==> run_1/layer_met1.png <==
The bar under the picture is 100 um long.
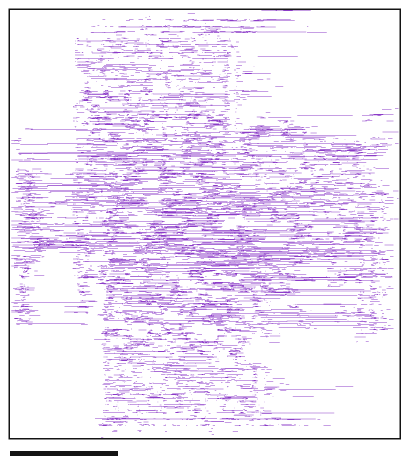
==> run_1/layer_met2.png <==
The bar under the picture is 100 um long. Cells faint in the background.
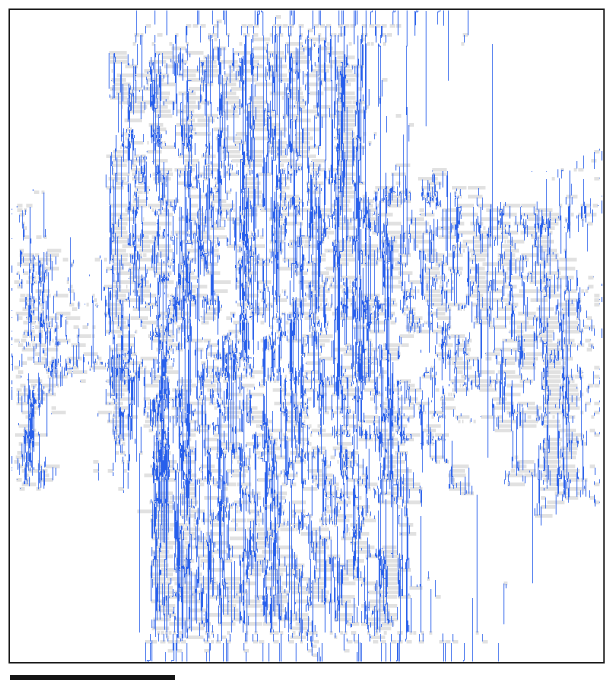
==> run_1/layer_met3.png <==
The bar under the picture is 100 um long. Cells faint in the background.
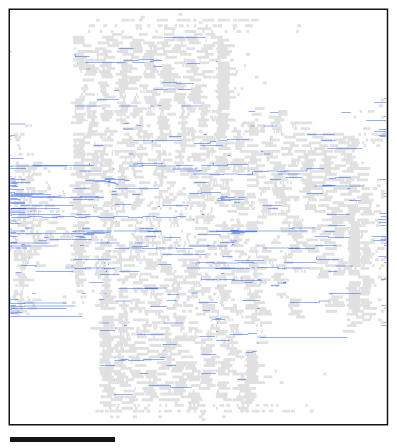
$ cat src/rtl/decomp_byte_packer.sv
// Packs the decompressor's byte stream into WORD_BYTES-wide words, with a small FWFT output FIFO,
// flush of a final partial word on the first flush_req rising edge, and sticky loss reporting.
module decomp_byte_packer #(
    parameter int WORD_BYTES = 16,
    parameter int FIFO_DEPTH = 4
) (
    input  logic                          clock,
    input  logic                          reset,
    input  logic [7:0]                    in_byte,
    input  logic                          in_valid,
    input  logic                          flush_req,
    output logic [WORD_BYTES-1:0][7:0]    out_word,
    output logic [$clog2(WORD_BYTES):0]   out_count,
    output logic                          out_last,
    output logic                          out_valid,
    input  logic                          out_ready,
    output logic                          overflow,
    output logic [31:0]                   byte_total,
    output logic                          done
);
    localparam int CW = $clog2(WORD_BYTES) + 1;
    localparam int PW = $clog2(FIFO_DEPTH);

    localparam logic [1:0] ST_FILL  = 2'd0;
    localparam logic [1:0] ST_FLUSH = 2'd1;
    localparam logic [1:0] ST_DONE  = 2'd2;

    logic [1:0]                 state;
    logic [WORD_BYTES-1:0][7:0] lanes;
    logic [WORD_BYTES-1:0][7:0] cap_word;
    logic [WORD_BYTES-1:0][7:0] hold_word;
    logic [WORD_BYTES-1:0][7:0] push_word;
    logic [CW-1:0]              fill;
    logic [CW-1:0]              cap_count;
    logic [CW-1:0]              hold_count;
    logic [CW-1:0]              push_count;
    logic                       push_last;
    logic                       push_en;
    logic                       push_ok;
    logic                       pop;
    logic                       full;
    logic                       byte_in;
    logic                       flush_edge;
    logic                       word_done;
    logic                       flush_q;

    logic [WORD_BYTES-1:0][7:0] fifo_word  [FIFO_DEPTH];
    logic [CW-1:0]              fifo_count [FIFO_DEPTH];
    logic                       fifo_last  [FIFO_DEPTH];
    logic [PW-1:0]              rd_ptr;
    logic [PW-1:0]              wr_ptr;
    logic [PW:0]                level;

    assign out_valid  = (level != '0);
    assign pop        = out_valid && out_ready;
    assign full       = (level == (PW+1)'(FIFO_DEPTH));
    assign push_ok    = !full || pop;
    assign byte_in    = (state == ST_FILL) && in_valid;
    assign flush_edge = (state == ST_FILL) && flush_req && !flush_q;
    assign word_done  = byte_in && !flush_edge && (fill == CW'(WORD_BYTES - 1));
    assign cap_count  = fill + {{(CW-1){1'b0}}, byte_in};

    // The word as it stands after this cycle's byte; lanes beyond fill are always zero.
    always_comb begin
        cap_word = lanes;
        for (int i = 0; i < WORD_BYTES; i++) begin
            if (byte_in && (fill == CW'(i))) begin
                cap_word[i] = in_byte;
            end
        end
    end

    // The held final word takes the single push slot in FLUSH; otherwise only a full word pushes.
    always_comb begin
        push_en    = 1'b0;
        push_word  = cap_word;
        push_count = CW'(WORD_BYTES);
        push_last  = 1'b0;
        if (state == ST_FLUSH) begin
            push_en    = 1'b1;
            push_word  = hold_word;
            push_count = hold_count;
            push_last  = 1'b1;
        end else if (word_done) begin
            push_en = 1'b1;
        end
    end

    always_ff @(posedge clock or posedge reset) begin
        if (reset) begin
            state      <= ST_FILL;
            lanes      <= '0;
            fill       <= '0;
            hold_word  <= '0;
            hold_count <= '0;
            flush_q    <= 1'b0;
            overflow   <= 1'b0;
            byte_total <= '0;
        end else begin
            flush_q <= flush_req;
            if (byte_in) begin
                byte_total <= byte_total + 32'd1;
            end
            if ((in_valid && (state != ST_FILL)) || (word_done && !push_ok)) begin
                overflow <= 1'b1;
            end
            case (state)
                ST_FILL: begin
                    if (flush_edge) begin
                        hold_word  <= cap_word;
                        hold_count <= cap_count;
                        lanes      <= '0;
                        fill       <= '0;
                        state      <= ST_FLUSH;
                    end else if (word_done) begin
                        lanes <= '0;
                        fill  <= '0;
                    end else if (byte_in) begin
                        lanes <= cap_word;
                        fill  <= cap_count;
                    end
                end
                ST_FLUSH: begin
                    if (push_ok) begin
                        state <= ST_DONE;
                    end
                end
                default: ;
            endcase
        end
    end

    always_ff @(posedge clock or posedge reset) begin
        if (reset) begin
            rd_ptr <= '0;
            wr_ptr <= '0;
            level  <= '0;
        end else begin
            if (push_en && push_ok) begin
                wr_ptr <= wr_ptr + PW'(1);
            end
            if (pop) begin
                rd_ptr <= rd_ptr + PW'(1);
            end
            if ((push_en && push_ok) && !pop) begin
                level <= level + (PW+1)'(1);
            end else if (!(push_en && push_ok) && pop) begin
                level <= level - (PW+1)'(1);
            end
        end
    end

    // Storage needs no reset: the head is masked whenever the FIFO is empty.
    always_ff @(posedge clock) begin
        if (push_en && push_ok) begin
            fifo_word[wr_ptr]  <= push_word;
            fifo_count[wr_ptr] <= push_count;
            fifo_last[wr_ptr]  <= push_last;
        end
    end

    assign out_word  = out_valid ? fifo_word[rd_ptr]  : '0;
    assign out_count = out_valid ? fifo_count[rd_ptr] : '0;
    assign out_last  = out_valid ? fifo_last[rd_ptr]  : 1'b0;
    assign done      = (state == ST_DONE) && (level == '0);

endmodule

$ cat config.mk
export PLATFORM = sky130hd
export DESIGN_NAME = decomp_byte_packer
export DESIGN_NICKNAME = d
export VERILOG_FILES = /design/src/rtl/decomp_byte_packer.sv
export SDC_FILE = /design/constraint.sdc
export NUM_CORES = 1
export LEC_CHECK = 0
export ABC_CLOCK_PERIOD_IN_PS = 15580
export CAP_MARGIN = 20
export CELL_PAD_IN_SITES_DETAIL_PLACEMENT = 0
export CELL_PAD_IN_SITES_GLOBAL_PLACEMENT = 1
export CORE_ASPECT_RATIO = 1.1
export CORE_MARGIN = 2
export CORE_UTILIZATION = 25
export CTS_CLUSTER_DIAMETER = 30
export CTS_CLUSTER_SIZE = 14
export DETAILED_ROUTE_END_ITERATION = 10
export PLACE_DENSITY = 0.52
export SYNTH_ARGS = -nofsm -noshare
export SYNTH_HDL_FRONTEND = slang
export SYNTH_SLANG_ARGS = --single-unit
$ cat constraint.sdc
create_clock -name clock -period 15.58 [get_ports clock]
set_clock_uncertainty 0.1 [all_clocks]
set_input_delay 3.116 -clock clock [delete_from_list [all_inputs] [get_ports clock]]
set_output_delay 3.116 -clock clock [all_outputs]
set_load 0.01 [all_outputs]
==> notes.md, run 1 <==
Implementation summary

The flow ran to the end, and the final reports show no timing, DRC or antenna violations. The total wirelength of the detailed-routed design is 92,700 um. Yosys reported that registers with async set or reset make up 0.366. The power attributed to combinational cells is ~0.0016 W.

For reference, the top cells by area after synthesis are sky130_fd_sc_hd__edfxtp_1 (46%), sky130_fd_sc_hd__dfrtp_1 (22%), sky130_fd_sc_hd__mux4_2 (8.7%). The number of sinks handled by clock tree synthesis is approximately 850. The worst reg-to-reg path cell count is 6. The I/O pin count is 182. The pre-CTS setup check shows a worst slack of 8080 ps. The total of warnings raised by yosys is 0. The final count of negative-setup-slack endpoints is 0. The tally of unique sky130hd cells used after synthesis is 56. The netlist area before placement is between 0.03 and 0.04 sq mm.

The final setup TNS is 0 ps. The share of total power consumed by net switching is 0.260. The worst path needs about 7600 ps of the cycle, external delays included. The most used flip-flop cell after synthesis is sky130_fd_sc_hd__edfxtp_1.

The overall routing resource usage is 0.132. The number of antenna violations at the first check in global routing is 6. The most numerous cell type found on the critical path is sky130_fd_sc_hd__buf_4. The finished design was reported to have a net count of 2,567. The first TritonRoute pass finished after 5 iterations. The leading cell type in the layout, fill and taps excluded is sky130_fd_sc_hd__edfxtp_1.

The final layout report lists a filler cell count of ~13,000. Clock tree synthesis selected as its root buffer the cell sky130_fd_sc_hd__clkbuf_16. The total of buffers placed on input and output ports is between 150 and 200. The number of buffers on the longest clock path is 3. The switching power is ~0.0021 W. The routing layer with the top usage in global route is met2. The script logs the ratio of routed vias to standard cells as between 4 and 5. Of the total synthesized cell area, the portion taken by XOR and XNOR cells is 0.0111.

Per the synthesis report, the simple-gate share of the synthesized area is 0.0805. In this build the clock could be raised as far as 0.132 GHz. The peak per-stage delay on the critical path is about 760 ps. Entering global routing, the biggest net connects roughly 120 pins. The finished cells cover between 0.04 and 0.05 sq mm. The sum of buffers and inverters on the critical path is 4. The number of non-clock inverters in the layout is 9. Counting flops and latches in the post-synthesis netlist gives 845. The post-route clock period utilization is 0.486. The part of the power in registers is 0.306. The critical path endpoint has a required time of between 10,000 and 15,000 ps. Relative to the synthesized area, the layout overhead comes to 30.0%.

The top logic cell family in the synthesized netlist is multiplexers. The layout clock buffer count is approximately 230. Including well taps, the total number of placed cells is around 4,200. The number of logic gates is between 1,000 and 1,500. The clock tree from TritonCTS is done. The number of sequential cells reported for the layout is 845. The cell internal power dissipation is between 0.006 and 0.007 W. Looking at the reg2reg group, the worst path ends at fifo_word[2][15]. The average cell area after synthesis is approximately 15 sq um.

The fraction of area in clock buffers and inverters is 0.148. sky130_fd_sc_hd__edfxtp_1 is the most common cell in the netlist. The script parses the final routing iteration and logs DRC violations as 0.

The met1 layer usage reported by global route is 0.168. The flow inserted 1,812 tap cells. After global routing the overflow that remains totals 0. The count of maximum capacitance violations is 0. The layout summary lists the proportion of cells stronger than drive strength 1 as 0.192. The power in the clock group is ~0.004 W. Per the final report, the share of cell area in non-clock buffers is 0.0456. The routed metal-1 wirelength is between 40,000 and 50,000 um. The power report attributes to the clock group a share of 0.501. Setup repair after global routing left no endpoint under its margin. Tracing the worst setup path back leads to its startpoint at rd_ptr[0]. Summed over all nets, the half-perimeter wirelength after detailed placement is around 55,000 um.

The share of the Yosys chip area taken by registers is 0.688. The top cell types in the final layout, fill and taps aside, are sky130_fd_sc_hd__edfxtp_1 (536), sky130_fd_sc_hd__dfrtp_1 (307), sky130_fd_sc_hd__clkbuf_16 (194), sky130_fd_sc_hd__nand2_1 (175), sky130_fd_sc_hd__clkdlybuf4s50_1 (173). After layout, the buffer instance count without clock buffers stands at roughly 210. The most area-hungry cell class in the final design is flip-flops and latches. The vertical die dimension reported for this design is between 300 and 400 um. The critical path in the final layout is reported with a setup slack of between 8000 and 9000 ps. The static leakage power is between 15 and 20 nW.

Walking the worst path, the cells encountered are buf_4 -> buf_16 -> buf_4 -> mux4_2 -> and2_1 -> clkdlybuf4s50_1. The area of all sequential standard cells is about 0.024 sq mm. Looking at the max-slew report, the worst-margin pin has a slew of 1140 ps. Headroom to the max-slew limit came out at 0.237. The mean routed wirelength per cell is between 20 and 25 um. For this block, the initial DRC count from the detailed router was 1,148. The via count of the first global-routing pass is about 22,000.

The met2 routing resource usage after global routing is 0.216. Dividing total power by cell area gives a power density of 180 mW/mm^2. Per the timing report, the biggest fanout along the worst path comes to 40. The warning total across the stage logs is 36. Per the gpl log, the routability congestion estimate is around 0.74. For met3 alone, demand over resource in global routing was 0.0373. At the end of the flow the core is filled with cells to 0.327. The slack of the worst reg-to-reg path is 11,330 ps.

The number of hold violations in the final report is 0. Excluding fillers, the count of instances in the completed layout stands at approximately 4,500. After synthesis, the design contains 2,302 cells according to Yosys. STA classifies the critical path startpoint as a flip-flop. Looking at the hold checks, the worst path lands on hold_count[1]. The detailed-routed wire length on met3 is about 5200 um. The share of synthesized area in the top cell type comes to 0.464. The maximum resistive drop on vdd is slightly above 0.0001 V. For this configuration, the core starts out at a cell density of 0.251. The total number of cells along the worst setup path is 6. The number of flip-flops in the largest register is just over 500. The number of setup buffers added after CTS is 0.

The wire length of the first global-routing pass is roughly 140,000 um. The design draws between 0.008 and 0.009 W. STA reports the tightest min-delay check as being of type flip-flop to flip-flop. The synthesized netlist net count is between 2,000 and 2,500. The later-pin clock latency in the skew report is about 780 ps. The worst hold path depth is 2. The worst setup path is captured at an output pin.

The number of antenna cells inserted is 2. The horizontal die dimension is 359 um. The multi-input logic area is just over 0.01 sq mm. Of the total standard cell area in the layout, the sequential portion is 0.529. Per the CTS log, the maximum H-tree level is 4.

The dominant power group is the clock network. Yosys reports that the most numerous cell types are sky130_fd_sc_hd__edfxtp_1 (536), sky130_fd_sc_hd__dfrtp_1 (309), sky130_fd_sc_hd__nand2_1 (175). The cell-mix breakdown from Yosys lists the adder-cell area share as 0.00347. Yosys mapped a number of flops with a built-in enable equal to 536. The cell taking the most area after synthesis is sky130_fd_sc_hd__edfxtp_1. The number of buffers inserted for hold repair after clock tree synthesis is 0. The combinational share of cell area is 0.226. The placement row count is roughly 140. The mux cell area share after synthesis is 0.124. The capture point of the critical path is out_count[4]. The gate count of the mapped netlist is ~2,300. The total area inside the core boundary comes to between 0.1 and 0.15 sq mm. The CTS report gives the tree buffer count as 191. Per the post-CTS timing run, clock transition at the registers of the reported paths is around 50 ps.

The detailed route wirelength on metal2 is between 40,000 and 50,000 um. The yosys stat chip area is 0.0347 sq mm. The largest registers in the layout are fifo_word (512), hold_word (128), lanes (128). On the critical path the largest part of the delay comes from buffers and inverters.

The startpoint identified for the worst register-to-register timing path is fill[2]. The source of the worst hold timing path is hold_count[1]. The kind of critical path is flip-flop to output pin.

The routed layout has a little over 20,000 vias. The instance area after placement is around 0.038 sq mm.
## Picture notes: layer_met1.png
- wire length on this layer: 41.0 mm
- nets with wire on the layer: 2,458
- longest straight run: 120 um
- share of all routed wire: 44%

## Picture notes: layer_met2.png
- share of all routed wire: 48%
- nets with wire on the layer: 2,215
- main direction: vertical
- wire length on this layer: 44.6 mm

## Picture notes: layer_met3.png
- nets with wire on the layer: 203
- longest straight run: 89.9 um
- wire length on this layer: 5,200 um
- main direction: horizontal
- share of all routed wire: 5.6%

--- run 2 (diff from run 1) ---
--- a/config.mk
+++ b/config.mk
@@ -5,7 +5,7 @@
 export SDC_FILE = /design/constraint.sdc
 export NUM_CORES = 1
 export LEC_CHECK = 0
-export ABC_CLOCK_PERIOD_IN_PS = 15580
+export ABC_CLOCK_PERIOD_IN_PS = 7700
 export CAP_MARGIN = 20
 export CELL_PAD_IN_SITES_DETAIL_PLACEMENT = 0
 export CELL_PAD_IN_SITES_GLOBAL_PLACEMENT = 1
==> constraint.sdc (replaced) <==
create_clock -name clock -period 7.7 [get_ports clock]
set_clock_uncertainty 0.1 [all_clocks]
set_input_delay 1.54 -clock clock [delete_from_list [all_inputs] [get_ports clock]]
set_output_delay 1.54 -clock clock [all_outputs]
set_load 0.01 [all_outputs]
==> run_2/congestion.png <==
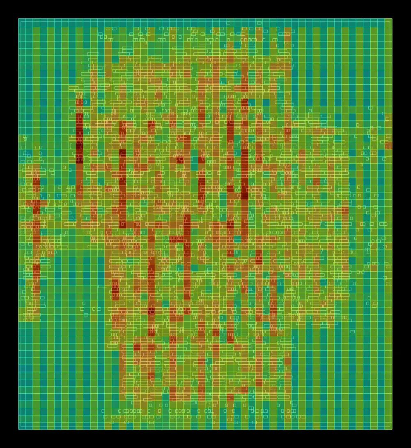
utilization after layout: 0.328
combined global-route utilization of all metal layers: 0.129

==> run_2/layer_met2.png <==
The bar under the picture is 100 um long. Cells faint in the background.
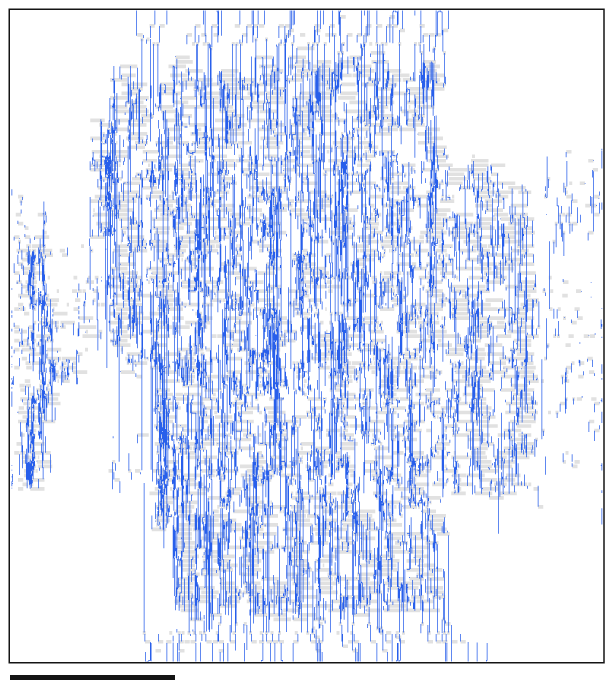
- main direction: vertical
- longest straight run: 146 um

==> run 2 against run 1 <==
Effect of this change: sequential power grew 100%; count of clock-buffer cells in the layout fell by 13; critical endpoint is now out_count[1]; non-clock buffer count is 6 lower; clock power is 110% higher; largest power group unchanged; die size is the same; critical path depth shrank 2; setup slack lost 5600 ps; synthesized cell count unchanged.
==> notes.md, run 2 <==
Implementation summary

The met1 layer usage reported by global route came to 0.166 (-0.00253). The total of buffers placed on input and output ports came to 181 (unchanged). The layout clock buffer count is 216 (-5.7%). Yosys reports that the most numerous cell types are sky130_fd_sc_hd__edfxtp_1 (536), sky130_fd_sc_hd__dfrtp_1 (309), sky130_fd_sc_hd__nand2_1 (175). The number of hold violations in the final report is 0 (unchanged).

The share of the synthesized area in the top cell type is 0.464 (unchanged). The number of flip-flops in the largest register is 512 (unchanged). The synthesized netlist net count came to 2,324 (unchanged). The cell area after layout came to 0.0453 sq mm (+0.44%). The total power is 0.0167 W (+110%). The horizontal die dimension was 359 um (unchanged). The vertical die dimension was 394 um (unchanged). The signal on the critical path passes through buf_12 -> mux4_2 -> and2_1 -> clkdlybuf4s50_1. The worst reg-to-reg path cell count was 6 (unchanged). The detailed-router iteration count before antenna repair is 6 (+1).

The total grt overflow came to 0 (unchanged). The placement row count is 143 (unchanged). The number of buffers inserted for hold repair after clock tree synthesis is 0 (unchanged). Per the timing report, the achievable frequency comes out to around 0.19 GHz.

Broken down by cell family, the worst path's largest delay share belongs to buffers and inverters. The kind of critical path is flip-flop to output pin. The root buffer selected by CTS is sky130_fd_sc_hd__clkbuf_16. The total of warnings raised by yosys is 0 (unchanged). The area inside the core boundary is 0.138 sq mm (unchanged). The cell count in the Yosys report is 2,302 (unchanged). The required time at the endpoint of the critical path is 6060 ps (-6300 ps). The combinational share of cell area is 0.225 (-0.000987). The instance area after placement was 0.0384 sq mm (+0.22%). The number of antenna cells inserted came to 0 (-2). The DRC violation total after the first TritonRoute iteration is 1,206 (+5.1%).

The adder-cell area share of the yosys netlist was 0.00347 (unchanged). The dominant power group is the clock network. The netlist area before placement is 0.0347 sq mm (unchanged). Setup repair after global routing left no endpoint under its margin. The worst hold path depth is 2 (unchanged). The xor and xnor fraction of the mapped netlist area came to 0.0111 (unchanged).

The maximum resistive drop on vdd is 0.000340 V (+230%). The routed metal-1 wirelength is 40,300 um (-1.7%). The clock-pin slew reported for the worst setup and hold paths after clock tree synthesis is 40 ps (about the same). The cell internal power dissipation is 0.0124 W (+110%). The last weighted congestion value of the routability-driven placer was 0.735 (-0.46%). The via density per instance was 4.46 (about the same).

The number of buffers added for setup after CTS is 0 (unchanged). The non-filler instance count after layout was 4,507 (-0.42%). The number of non-clock inverters in the layout came to 9 (unchanged). The basic-gate share of the synthesized area counting and, or, nand and nor cells is 0.0805 (unchanged). The power in the clock group is 0.00846 W (+110%). The endpoint type of the worst setup path is an output pin. Per the cell usage report, the commonest logic cells after layout are sky130_fd_sc_hd__edfxtp_1 (536), sky130_fd_sc_hd__dfrtp_1 (307), sky130_fd_sc_hd__clkbuf_16 (186), sky130_fd_sc_hd__nand2_1 (175), sky130_fd_sc_hd__clkdlybuf4s50_1 (173). The total number of cells along the worst setup path is 4 (-2). The synthesis report lists the most area-consuming cells as sky130_fd_sc_hd__edfxtp_1 (46%), sky130_fd_sc_hd__dfrtp_1 (22%), sky130_fd_sc_hd__mux4_2 (8.7%). The number of antenna violations at the first check in global routing is 6 (unchanged).

The slack of the critical path is 2370 ps (-5630 ps). The highest fanout seen on the critical path is 85 (+110%). The peak per-stage delay on the critical path was 960 ps (+200 ps). The share of layout cells above drive strength 1 is 0.189 (-0.00250). The number of sinks handled by clock tree synthesis was 845 (unchanged). The share of async-settable or async-resettable flops after synthesis was 0.366 (unchanged).

The actual slew at the worst max-slew pin is 1110 ps (-32.6 ps). The met2 routing resource usage after global routing is 0.214 (-0.00211). Summed over all instances, the cell type with the most area after synthesis is sky130_fd_sc_hd__edfxtp_1. The type of element launching the critical path is a flip-flop. The number of placed instances, taps included was 4,157 (-0.096%). The yosys stat chip area was 0.0347 sq mm (unchanged). The sum of buffers and inverters on the critical path is 2 (-2). The layout buffering overhead excluding clock cells came to 0.0461 (+0.000520). The total wirelength of the detailed-routed design came to 91,000 um (-1.9%).

The class of the most critical hold timing path is flip-flop to flip-flop. The later-pin clock latency in the skew report is 760 ps (-20 ps). The share of total power in the clock network is 0.508 (+0.007). The fraction of area in clock buffers and inverters is 0.151 (+0.00320). The warning total across the stage logs is 41 (+14%). The number of enable flip-flop cells is 536 (unchanged). The leading cell type in the layout, fill and taps excluded is sky130_fd_sc_hd__edfxtp_1. The detailed route wirelength on metal2 was 44,200 um (-0.98%).

The share of total power consumed by net switching is 0.254 (-0.00517). The startpoint identified for the worst register-to-register timing path is state[1]. The part of the power in registers is 0.303 (-0.003).

The buffer count excluding the clock tree in the final layout is 202 (-2.9%). The via count of the first global-routing pass is 21,771 (+0.11%). TritonCTS built the clock tree. The final count of negative-setup-slack endpoints came to 0 (unchanged).

Per the run report, area growth between synthesis and finish was 30.6%. The flow ran to the end, and the final reports show no timing, DRC or antenna violations. The half-perimeter wire length of the detailed placement result is 52,300 um (-5.2%). The flop share of the area came to 0.527 (-0.00231).

The flip-flop and latch count after synthesis is 845 (unchanged). The mux cell area share after synthesis is 0.124 (unchanged). The mean routed wirelength per cell is 20.2 um (-1.4%).

The number of buffers on the longest clock path is 3 (unchanged). In the final layout, the registers with the most flip-flops are fifo_word (512), hold_word (128), lanes (128). The multi-input logic area is 0.0102 sq mm (unchanged).

The post-route clock period utilization is 0.692. The wire length of the first global-routing pass is 139,000 um (-0.86%). The tally of unique sky130hd cells used after synthesis is 56 (unchanged). The top logic cell family in the synthesized netlist is multiplexers. The I/O pin count came to 182 (unchanged). The worst min-delay path endpoint is hold_count[1]. The share of the yosys chip area belonging to registers is 0.688 (unchanged).

The slack of the worst reg-to-reg path is 3600 ps (-7730 ps). The power attributed to combinational cells is 0.00315 W (+100%). The number of remaining DRC errors came to 0 (unchanged).
No activity file was given, so power comes from the tool's default toggle rates.
